--- config.mk ---
export PLATFORM = sky130hd
export DESIGN_NAME = dmem_stream_ctrl
export DESIGN_NICKNAME = d
export VERILOG_FILES = /design/src/rtl/dmem_stream_ctrl.sv
export SDC_FILE = /design/constraint.sdc
export NUM_CORES = 1
export LEC_CHECK = 0
export CORE_MARGIN = 2
export CORE_UTILIZATION = 43
export CTS_CLUSTER_DIAMETER = 50
export DETAILED_ROUTE_END_ITERATION = 10
export GPL_ROUTABILITY_DRIVEN = 0
export PLACE_DENSITY = 0.84
export SETUP_SLACK_MARGIN = 0.15
export SLEW_MARGIN = 20
export SYNTH_ARGS = -nofsm -noshare
export SYNTH_HDL_FRONTEND = slang
export SYNTH_SLANG_ARGS = --single-unit
--- constraint.sdc ---
create_clock -name clk -period 1.9 [get_ports clk]
set_clock_uncertainty 0.1 [all_clocks]
set_input_delay 0.475 -clock clk [delete_from_list [all_inputs] [get_ports clk]]
set_output_delay 0.475 -clock clk [all_outputs]
set_load 0.005 [all_outputs]
--- src/rtl/dmem_stream_ctrl.sv ---
// Streams a run of words from the combinational constant data memory onto a
// valid/ready stream, with start-of-frame and last markers.
//
// state | meaning
// IDLE  | waiting for start
// RUN   | walking addresses, loading one word per free output slot
// DRAIN | final word loaded, waiting for it to be accepted
module dmem_stream_ctrl #(
  parameter int AW        = 9,
  parameter int DW        = 16,
  parameter int FRAME_LEN = 20
) (
  input  logic          clk,
  input  logic          rst,
  input  logic          start,
  input  logic [AW-1:0] base,
  input  logic [AW:0]   count,
  input  logic          abort,
  output logic [AW-1:0] mem_a,
  input  logic [DW-1:0] mem_q,
  output logic          m_valid,
  output logic [DW-1:0] m_data,
  output logic          m_sof,
  output logic          m_last,
  input  logic          m_ready,
  output logic          busy,
  output logic          done
);

  localparam int IW = (FRAME_LEN > 1) ? $clog2(FRAME_LEN) : 1;
  localparam logic [AW:0]   REM_ONE  = (AW+1)'(1);
  localparam logic [IW-1:0] IDX_LAST = IW'(FRAME_LEN - 1);

  typedef enum logic [1:0] {IDLE, RUN, DRAIN} state_t;

  state_t        state, state_nxt;
  logic [AW:0]   rem, rem_nxt;
  logic [IW-1:0] idx, idx_nxt;
  logic [AW-1:0] a_nxt;
  logic [DW-1:0] data_nxt;
  logic          valid_nxt, sof_nxt, last_nxt, done_nxt;
  logic          load;

  assign load = !m_valid || m_ready;
  assign busy = (state != IDLE);

  always_comb begin
    state_nxt = state;
    a_nxt     = mem_a;
    rem_nxt   = rem;
    idx_nxt   = idx;
    valid_nxt = m_valid;
    data_nxt  = m_data;
    sof_nxt   = m_sof;
    last_nxt  = m_last;
    done_nxt  = 1'b0;
    case (state)
      IDLE: begin
        if (start) begin
          if (count != '0) begin
            a_nxt     = base;
            rem_nxt   = count;
            idx_nxt   = '0;
            state_nxt = RUN;
          end else begin
            done_nxt = 1'b1;
          end
        end
      end
      RUN: begin
        // A word loads whenever the output slot is empty or being emptied.
        if (load) begin
          data_nxt  = mem_q;
          valid_nxt = 1'b1;
          sof_nxt   = (idx == '0);
          last_nxt  = (rem == REM_ONE);
          a_nxt     = mem_a + 1'b1;
          rem_nxt   = rem - 1'b1;
          idx_nxt   = (idx == IDX_LAST) ? '0 : idx + 1'b1;
          if (rem == REM_ONE) state_nxt = DRAIN;
        end
      end
      DRAIN: begin
        if (m_valid && m_ready) begin
          valid_nxt = 1'b0;
          done_nxt  = 1'b1;
          state_nxt = IDLE;
        end
      end
      default: state_nxt = IDLE;
    endcase
    if (abort) begin
      state_nxt = IDLE;
      valid_nxt = 1'b0;
      done_nxt  = 1'b0;
    end
  end

  always_ff @(posedge clk) begin
    if (rst) begin
      state   <= IDLE;
      mem_a   <= '0;
      rem     <= '0;
      idx     <= '0;
      m_valid <= 1'b0;
      m_data  <= '0;
      m_sof   <= 1'b0;
      m_last  <= 1'b0;
      done    <= 1'b0;
    end else begin
      state   <= state_nxt;
      mem_a   <= a_nxt;
      rem     <= rem_nxt;
      idx     <= idx_nxt;
      m_valid <= valid_nxt;
      m_data  <= data_nxt;
      m_sof   <= sof_nxt;
      m_last  <= last_nxt;
      done    <= done_nxt;
    end
  end

endmodule

Figure 1. Signal wires on met1 (run 1).
Supply wires on this layer in grey. Cells faint in the background.
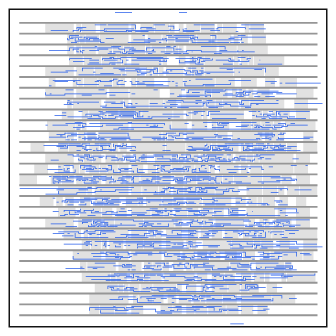
- main direction: horizontal
- longest straight run: 26.5 um
- share of all routed wire: 38%
total routed wirelength: 10,100 um
met1 capacity usage during global routing: 34.2%

Figure 2. Cells by drive strength (run 1).
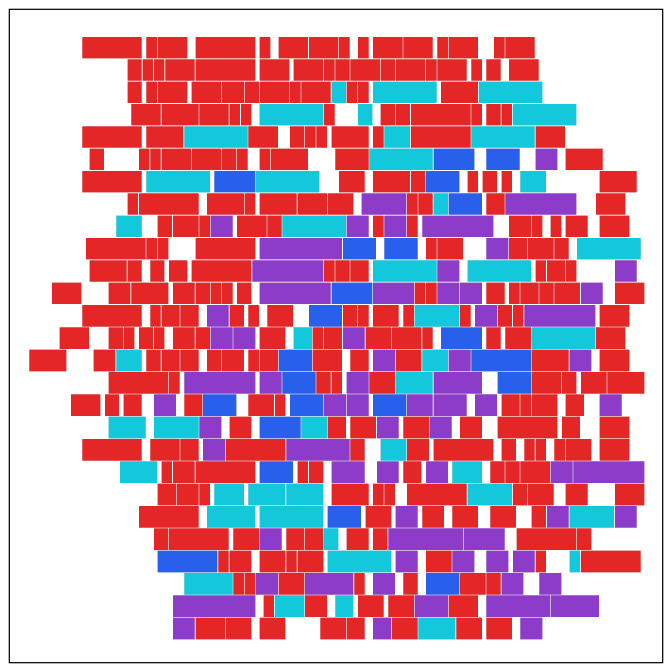
- blue: drive 6 and up (cells 22)
- cyan: drive 2 (cells 45)
- purple: drive 3 to 4 (cells 69)
- red: drive 1 or less (cells 292)

Figure 3. Placed cells, one colour a class (run 1).
Bar = 20 um.
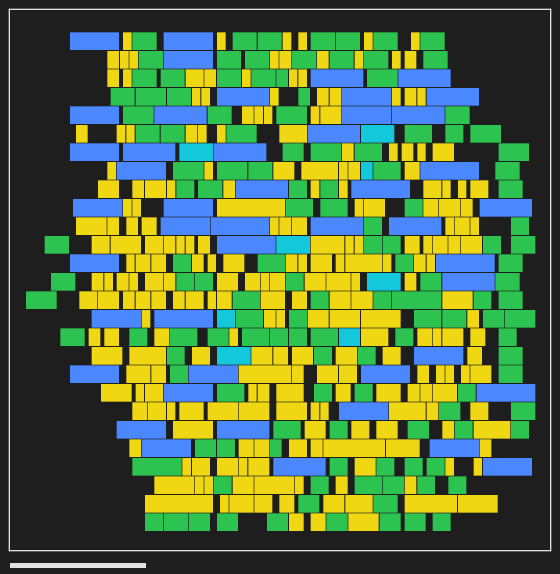
- yellow: all other logic (cells 241)
- cyan: clock drivers and dummy loads (cells 8)
- blue: flops (cells 46)
- green: other buffers and delay cells (cells 133)

Figure 4. Clock distribution (run 1).
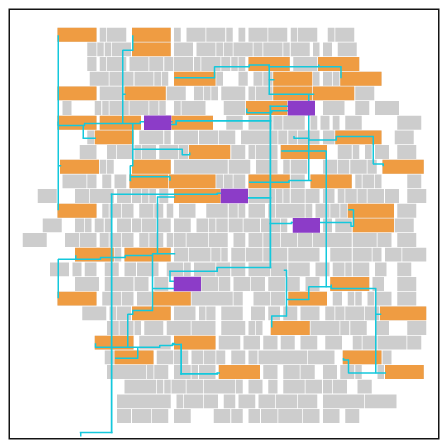
- orange: flip-flops (count 46)
- cyan: clock wires (length 602 um)
- purple: cells driving clock nets (count 5)
- routed clock nets: 6

==> ci_impl_report.md, run 1 <==
## Implementation flow summary

| Metric | Value |
|---|---|
| Origin of the worst min-delay path | m_data[1]$_SDFFE_PP0P_ |
| Initial DRC count | 426 |
| Via density per instance | 6.36 |
| Leading area contributor after synthesis | sky130_fd_sc_hd__dfxtp_1 |
| Final number of max-transition violations | 0 |
| Vertical die dimension | around 80 um |
| Aggregate global routing overflow | 0 |
| End-of-flow core utilization | 73.6% |
| Outcome | finished, final reports clean |
| Sink of the worst hold path | m_data[1]$_SDFFE_PP0P_ |
| Number of gates given a new drive strength after cts | 74 |
| Most used cell, CP | sky130_fd_sc_hd__buf_6 |
| Most area-hungry cell class in the final design | multi-input combinational cells |
| Layout cells sized above 1 | a little under a third |
| Area share of and/or/nand/nor cells after synthesis | 26.4% |
| Count of buffers inserted at the top-level ports | 69 |
| Top cell family by delay on the critical path | simple AND/OR/NAND/NOR gates |
| End of the worst register-to-register path | mem_a[8]$_SDFFE_PP0P_ |
| Area of the multi-input gates | roughly 1600 um^2 |
| Slowest Stage Delay on Critical Path | 370 ps |
| DRC viols | 0 |
| Buffer depth of the longest clock path | 2 |
| Leakage dissipation | 1.71 nW |
| RR Startpoint | state[0]$_SDFFE_PP0P_ |
| Total I/O pin count | approximately 70 |
| Most frequently placed logic cells in the final layout | 55 x sky130_fd_sc_hd__nand2_1, 45 x sky130_fd_sc_hd__buf_4, 40 x sky130_fd_sc_hd__clkdlybuf4s50_1 |
| Cell total after placement | 472 |
| Sequential share of power | 45.7% |
| Peak VDD IR | about 0.39 mV |
| Final number of hold-violating endpoints | 0 |
| Ranking of synthesized cells by area | sky130_fd_sc_hd__dfxtp_1 38%, sky130_fd_sc_hd__nand2_1 8.6%, sky130_fd_sc_hd__a21oi_1 6.1%, sky130_fd_sc_hd__ha_1 2.6%, sky130_fd_sc_hd__nand3_1 2.5% |
| Most used flip-flop cell after synthesis | sky130_fd_sc_hd__dfxtp_1 |
| Cell Count, Final, Fillers Out | 500 |
| Clock buffers | 5 |
| Count of fill cells added during filler insertion | around 350 |
| Remaining number of nets flagged by the antenna check after routing | 0 |
| Signal buffers | roughly 130 |
| Worst-skew pair later-pin latency | 310 ps |
| Stages on the worst setup path | 7 |
| Maximum operating frequency | 527 MHz |
| Dominant non-sequential cell family after synthesis | AND-OR/OR-AND gates |
| Number of antenna violations at the first check in global routing | 0 |
| Detailed-route via count | 3,178 |
| Hold Worst Slack | 356 ps |
| Antenna cell count | 0 |
| Synthesized netlist cell count | ~310 |
| Total clock sinks | about 46 |
| Yosys stat cell total | 310 |
| Area fraction in compound gates after synthesis | between 20% and 30% |
run 1: metal layers:
layer,GRT usage (%),part of all wire (%),vias to the layer above
met5,0,0,-
met4,15.0,4.9,0
met3,5.88,8.5,58
met2,48.3,49,228
met1,34.2,38,1503
li1,-,-,1389
run 1: registers in the layout (all words and copies together), names as in the netlist:
name and cells:
rem 10, m_data 16, idx 5, done 1
mem_a 9, m_sof 1, m_valid 1, state 2
m_last 1
run 1: worst reg2reg max path, delay by kind of cell (launching register included):
kind                   cells  cell delay (ps)
and+or+nand+nor            2              460
buffers and inverters      3              440
AOI/OAI and AO/OA          2              410
DFF                        1              370
Figure 5. The clock network (run 1).
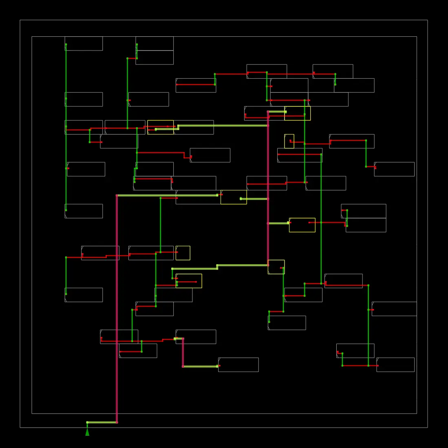

--- run 2 (diff from run 1) ---
--- a/config.mk
+++ b/config.mk
@@ -11,6 +11,7 @@
 export DETAILED_ROUTE_END_ITERATION = 10
 export GPL_ROUTABILITY_DRIVEN = 0
 export PLACE_DENSITY = 0.84
+export RECOVER_POWER = 50
 export SETUP_SLACK_MARGIN = 0.15
 export SLEW_MARGIN = 20
 export SYNTH_ARGS = -nofsm -noshare
Figure 6. The clock network (run 2).
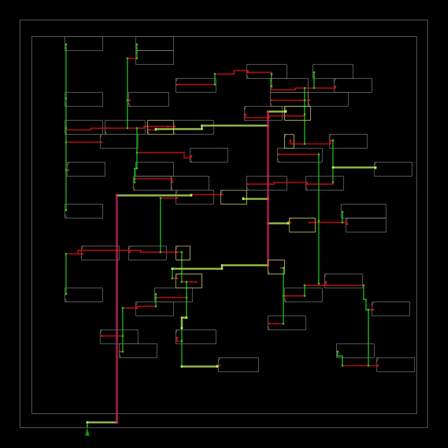
clock buffers: 5
worst-skew pair later-pin latency: 310 ps

Figure 7. Signal wires on met1 (run 2).
Supply wires on this layer in grey. Cells faint in the background.
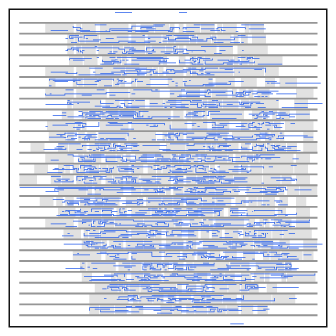
- wire length on this layer: 3,730 um
- nets with wire on the layer: 436
- longest straight run: 32.2 um

Figure 8. Cells by drive strength (run 2).
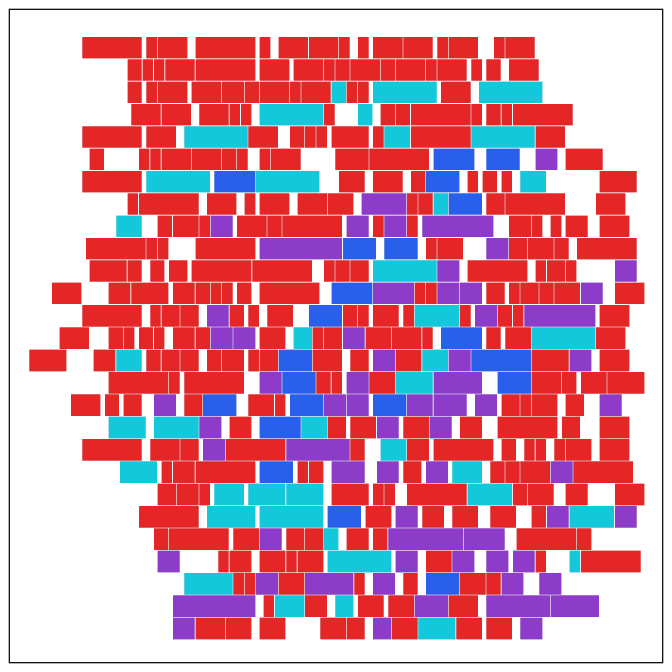
- purple: drive 3 to 4 (cells 65)
- red: drive 1 or less (cells 302)
- cyan: drive 2 (cells 40)
- blue: drive 6 and up (cells 21)
Area growth, synth to finish: 63.7%
Signal buffers: 133
Setup WS post-layout: 14.8 ps
post-route design area: 4000 um^2

==> run 2 against run 1 <==
  * Flip-flop count is the same
  * First-iteration DRC count rose by 12%
  * Via count barely moved
  * Fmax grew 0.56%
  * Area after synthesis stayed put
  * Global-route usage unchanged
  * Critical endpoint unchanged
==> ci_impl_report.md, run 2 <==
## Implementation flow summary

| Metric | Value |
|---|---|
| Top cell family by delay on the critical path | simple AND/OR/NAND/NOR gates |
| Leakage dissipation | 1.57 nW (-7.7%) |
| RR Startpoint | state[0]$_SDFFE_PP0P_ |
| Sink of the worst hold path | m_data[1]$_SDFFE_PP0P_ |
| Most frequently placed logic cells in the final layout | 55 x sky130_fd_sc_hd__nand2_1, 44 x sky130_fd_sc_hd__buf_4, 38 x sky130_fd_sc_hd__clkdlybuf4s50_1 |
| Area fraction in compound gates after synthesis | 27.3% (unchanged) |
| Top register by number of flip-flops | m_data |
| Hold Worst Slack | 356 ps (+0.227 ps) |
| Outcome | finished, final reports clean |
| Origin of the worst min-delay path | m_data[1]$_SDFFE_PP0P_ |
| Sequential share of power | 45.7% (about the same) |
| Number of antenna violations at the first check in global routing | 0 (unchanged) |
| Synthesized netlist cell count | 310 (unchanged) |
| Flip-flop count of the largest register after layout | 16 (unchanged) |
| Most used cell, CP | sky130_fd_sc_hd__buf_6 |
| Detailed-route via count | 3,181 (+0.094%) |
| Aggregate global routing overflow | 0 (unchanged) |
| Worst-Margin Slew | 496 ps |
| Maximum operating frequency | 530 MHz (+0.56%) |
| Slowest Stage Delay on Critical Path | 370 ps (about the same) |
| Initial DRC count | 475 (+12%) |
| Cell total after placement | 472 (unchanged) |
| End-of-flow core utilization | 72.6% (-1.0 points) |
| Via density per instance | 6.36 (about the same) |
| Total I/O pin count | 70 (unchanged) |
| Area share of and/or/nand/nor cells after synthesis | 26.4% (unchanged) |
| DRC viols | 0 (unchanged) |
| Biggest regs | m_data: 16 flops, rem: 10 flops, mem_a: 9 flops |
| Stages on the worst setup path | 7 (unchanged) |
| Cell Count, Final, Fillers Out | 500 (unchanged) |
| End of the worst register-to-register path | mem_a[8]$_SDFFE_PP0P_ |
| Buffer depth of the longest clock path | 2 (unchanged) |
| Most used flip-flop cell after synthesis | sky130_fd_sc_hd__dfxtp_1 |
| Antenna cell count | 0 (unchanged) |
| Yosys stat cell total | 310 (unchanged) |
| Vertical die dimension | 79.4 um (unchanged) |
| Total clock sinks | 46 (unchanged) |
| Count of buffers inserted at the top-level ports | 69 (unchanged) |
| Final number of max-transition violations | 0 (unchanged) |
| Ranking of synthesized cells by area | sky130_fd_sc_hd__dfxtp_1 38%, sky130_fd_sc_hd__nand2_1 8.6%, sky130_fd_sc_hd__a21oi_1 6.1%, sky130_fd_sc_hd__ha_1 2.6%, sky130_fd_sc_hd__nand3_1 2.5% |
| Remaining number of nets flagged by the antenna check after routing | 0 (unchanged) |
| Dominant non-sequential cell family after synthesis | AND-OR/OR-AND gates |
| Layout cells sized above 1 | 29.4% (-2.3 points) |
==> run 2: cell counts after synthesis <==
No cell type changed its count.
==> run 2: area by class of cell <==
| type | instances | area, um^2 |
|---|---|---|
| multi-input combinational | 232 | 1620 |
| fill | 362 | 1510 |
| timing repair buffer | 133 | 1220 |
| sequential | 46 | 942 |
| tap | 72 | 90.1 |
| clock buffer | 5 | 68.8 |
| inverter | 9 | 36.3 |
| clock inverter | 3 | 21.3 |
==> run 2: per-layer routing <==
layer  GRT usage, %  vias to the layer above  wire [um]
li1               -                     1383          -
met1           34.2                     1503       3730
met2           48.3                      242       5000
met3           5.88                       53        898
met4           15.0                        0        454
met5              0                        -          0
==> run 2: tightest hold or removal path: cells and delay by family (launching register included) <==
kind	cells	cell delay, ps
flip-flops	1	330
AND/OR/NAND/NOR	1	50
AND-OR/OR-AND	1	50
Figure 9. Placed cells, one colour a class (run 2).
Bar = 20 um.
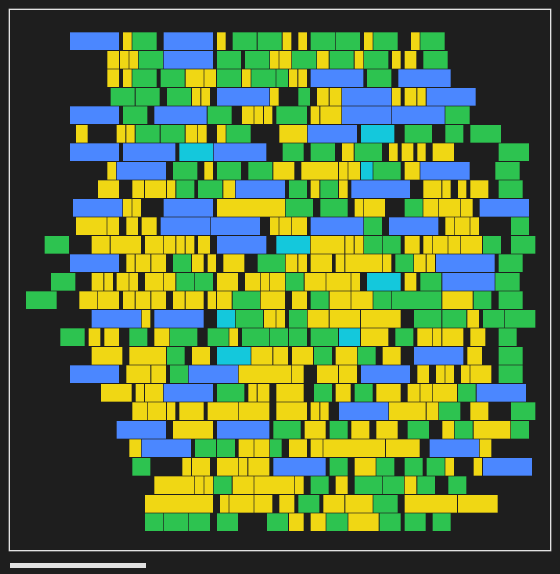

--- run 3 (diff from run 2) ---
--- a/config.mk
+++ b/config.mk
@@ -5,11 +5,11 @@
 export SDC_FILE = /design/constraint.sdc
 export NUM_CORES = 1
 export LEC_CHECK = 0
-export CORE_MARGIN = 2
 export CORE_UTILIZATION = 43
 export CTS_CLUSTER_DIAMETER = 50
 export DETAILED_ROUTE_END_ITERATION = 10
 export GPL_ROUTABILITY_DRIVEN = 0
+export GPL_TIMING_DRIVEN = 1
 export PLACE_DENSITY = 0.84
 export RECOVER_POWER = 50
 export SETUP_SLACK_MARGIN = 0.15
Figure 10. Placed cells, one colour a class (run 3).
Bar = 20 um.
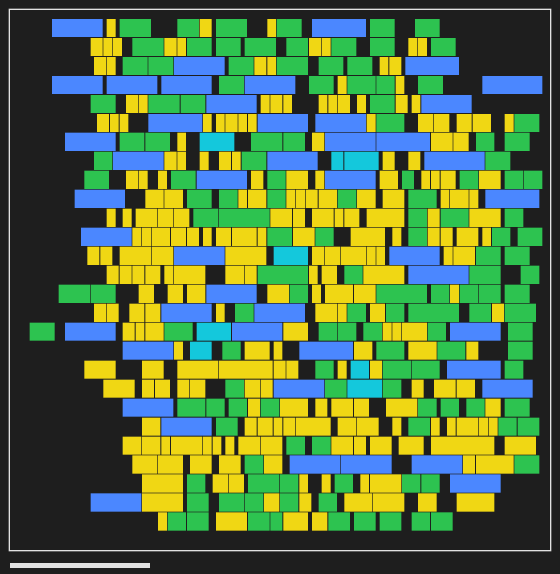
- cyan: clock drivers and dummy loads (cells 8)
- blue: flops (cells 46)
- green: other buffers and delay cells (cells 136)
- yellow: all other logic (cells 241)

Figure 11. Clock distribution (run 3).
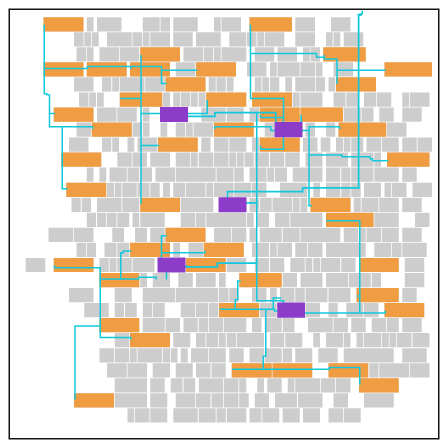
- purple: cells driving clock nets (count 5)
- orange: flip-flops (count 46)
- cyan: clock wires (length 579 um)
- flops lie: all over the die
- routed clock nets: 6
Clk network pwr share: 26.6%
Power Clock: 617 uW

Figure 12. The clock network (run 3).
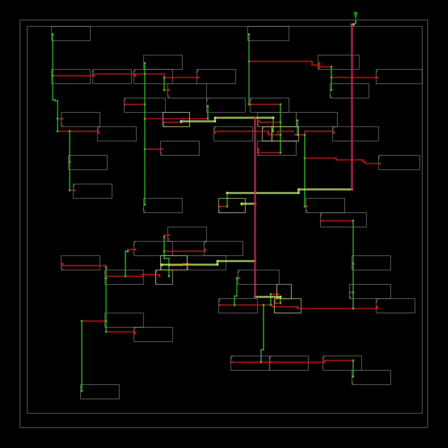
Flops: 46
clock buffers created by TritonCTS: 5
total clock sinks: 46

==> run 3 against run 2 <==
  * Register-to-register slack gained 40 ps
  * Highest routed layer unchanged
  * Flip-flop count did not move
  * Combinational power is 2% lower
  * Die size decreased by 5.0%
  * Via count decreased by 4.6%
  * Area after synthesis stayed put
  * Sequential share of layout area is 0.087 points higher
  * Global-route usage rose by 0.13 points
  * Core utilization decreased by 0.36 points
  * Routed wire length decreased by 12%
  * Fmax up 2.3%
==> ci_impl_report.md, run 3 <==
## Implementation flow summary

| Metric | Value |
|---|---|
| Max layer used | met4 |
| Buffer depth of the longest clock path | 2 (unchanged) |
| Slowest Stage Delay on Critical Path | 450 ps (+80 ps) |
| Met2 GRT Util | 49.6% (+1.3 points) |
| Total I/O pin count | 70 (unchanged) |
| Flip-flop count of the largest register after layout | 16 (unchanged) |
| Post-route design area | 3980 um^2 (-0.50%) |
| Count of fill cells added during filler insertion | 382 (+5.5%) |
| Worst-skew pair later-pin latency | 310 ps (about the same) |
| Via density per instance | 6.04 (-5.1%) |
| Stages on the worst setup path | 6 (-1) |
| Layout cells sized above 1 | 27.8% (-1.6 points) |
| Hold Worst Slack | 354 ps (-1.42 ps) |
| Count of buffers inserted at the top-level ports | 69 (unchanged) |
| End of the worst register-to-register path | rem[7]$_SDFFE_PP0P_ |
| Most used flip-flop cell after synthesis | sky130_fd_sc_hd__dfxtp_1 |
| Most heavily used metal layer in global routing | met2 |
| Leakage dissipation | 1.69 nW (+7.5%) |
| Setup WS post-layout | 57.1 ps (+42.3 ps) |
| Synthesized netlist cell count | 310 (unchanged) |
| Sequential share of power | 45.8% (about the same) |
| Biggest regs | m_data: 16 flops, rem: 10 flops, mem_a: 9 flops |
| Worst-Margin Slew | 411 ps (-85.3 ps) |
| Top register by number of flip-flops | m_data |
| Met1 capacity usage during global routing | 33.9% (-0.27 points) |
| Initial DRC count | 291 (-39%) |
| Area growth, synth to finish | 62.9% |
| Met2 routed WL | 4580 um (-8.5%) |
| Detailed-route via count | 3,036 (-4.6%) |
| Met3 WL | 558 um (-38%) |
| RR Startpoint | state[0]$_SDFFE_PP0P_ |
| Cell total after placement | 477 (+1.1%) |
| Outcome | finished, final reports clean |
| Remaining number of nets flagged by the antenna check after routing | 0 (unchanged) |
run 3: cell counts after synthesis:
No cell type changed its count.
run 3: logic make-up after synthesis:
family          count (synthesis)  synth area share (%)
simple gates                  130                  26.4
flops                          46                  37.7
compound gates                 96                  27.3
buf+inv                        32                  5.68
mux                             1                 0.410
fa+ha+maj                       5                  2.56
run 3: timing repair:
item / CTS / global route
buffers inserted: 16 / 1
cloned: 1 / 0
pin swaps: 11 / 6
gates resized: 68 / 44
endpoints found under the setup margin: 58 / 67
run 3: final cells by class:
cell class	instances	area, um^2	area share [%]
clock buffers	5	68.8	1.73
clock inverters	3	21.3	0.534
inverters	9	33.8	0.849
multi-input cells	232	1540	38.8
flip-flops and latches	46	941	23.6
well taps	72	90.1	2.26
repair buffers	136	1280	32.2
Power and IR drop assume default switching activity.
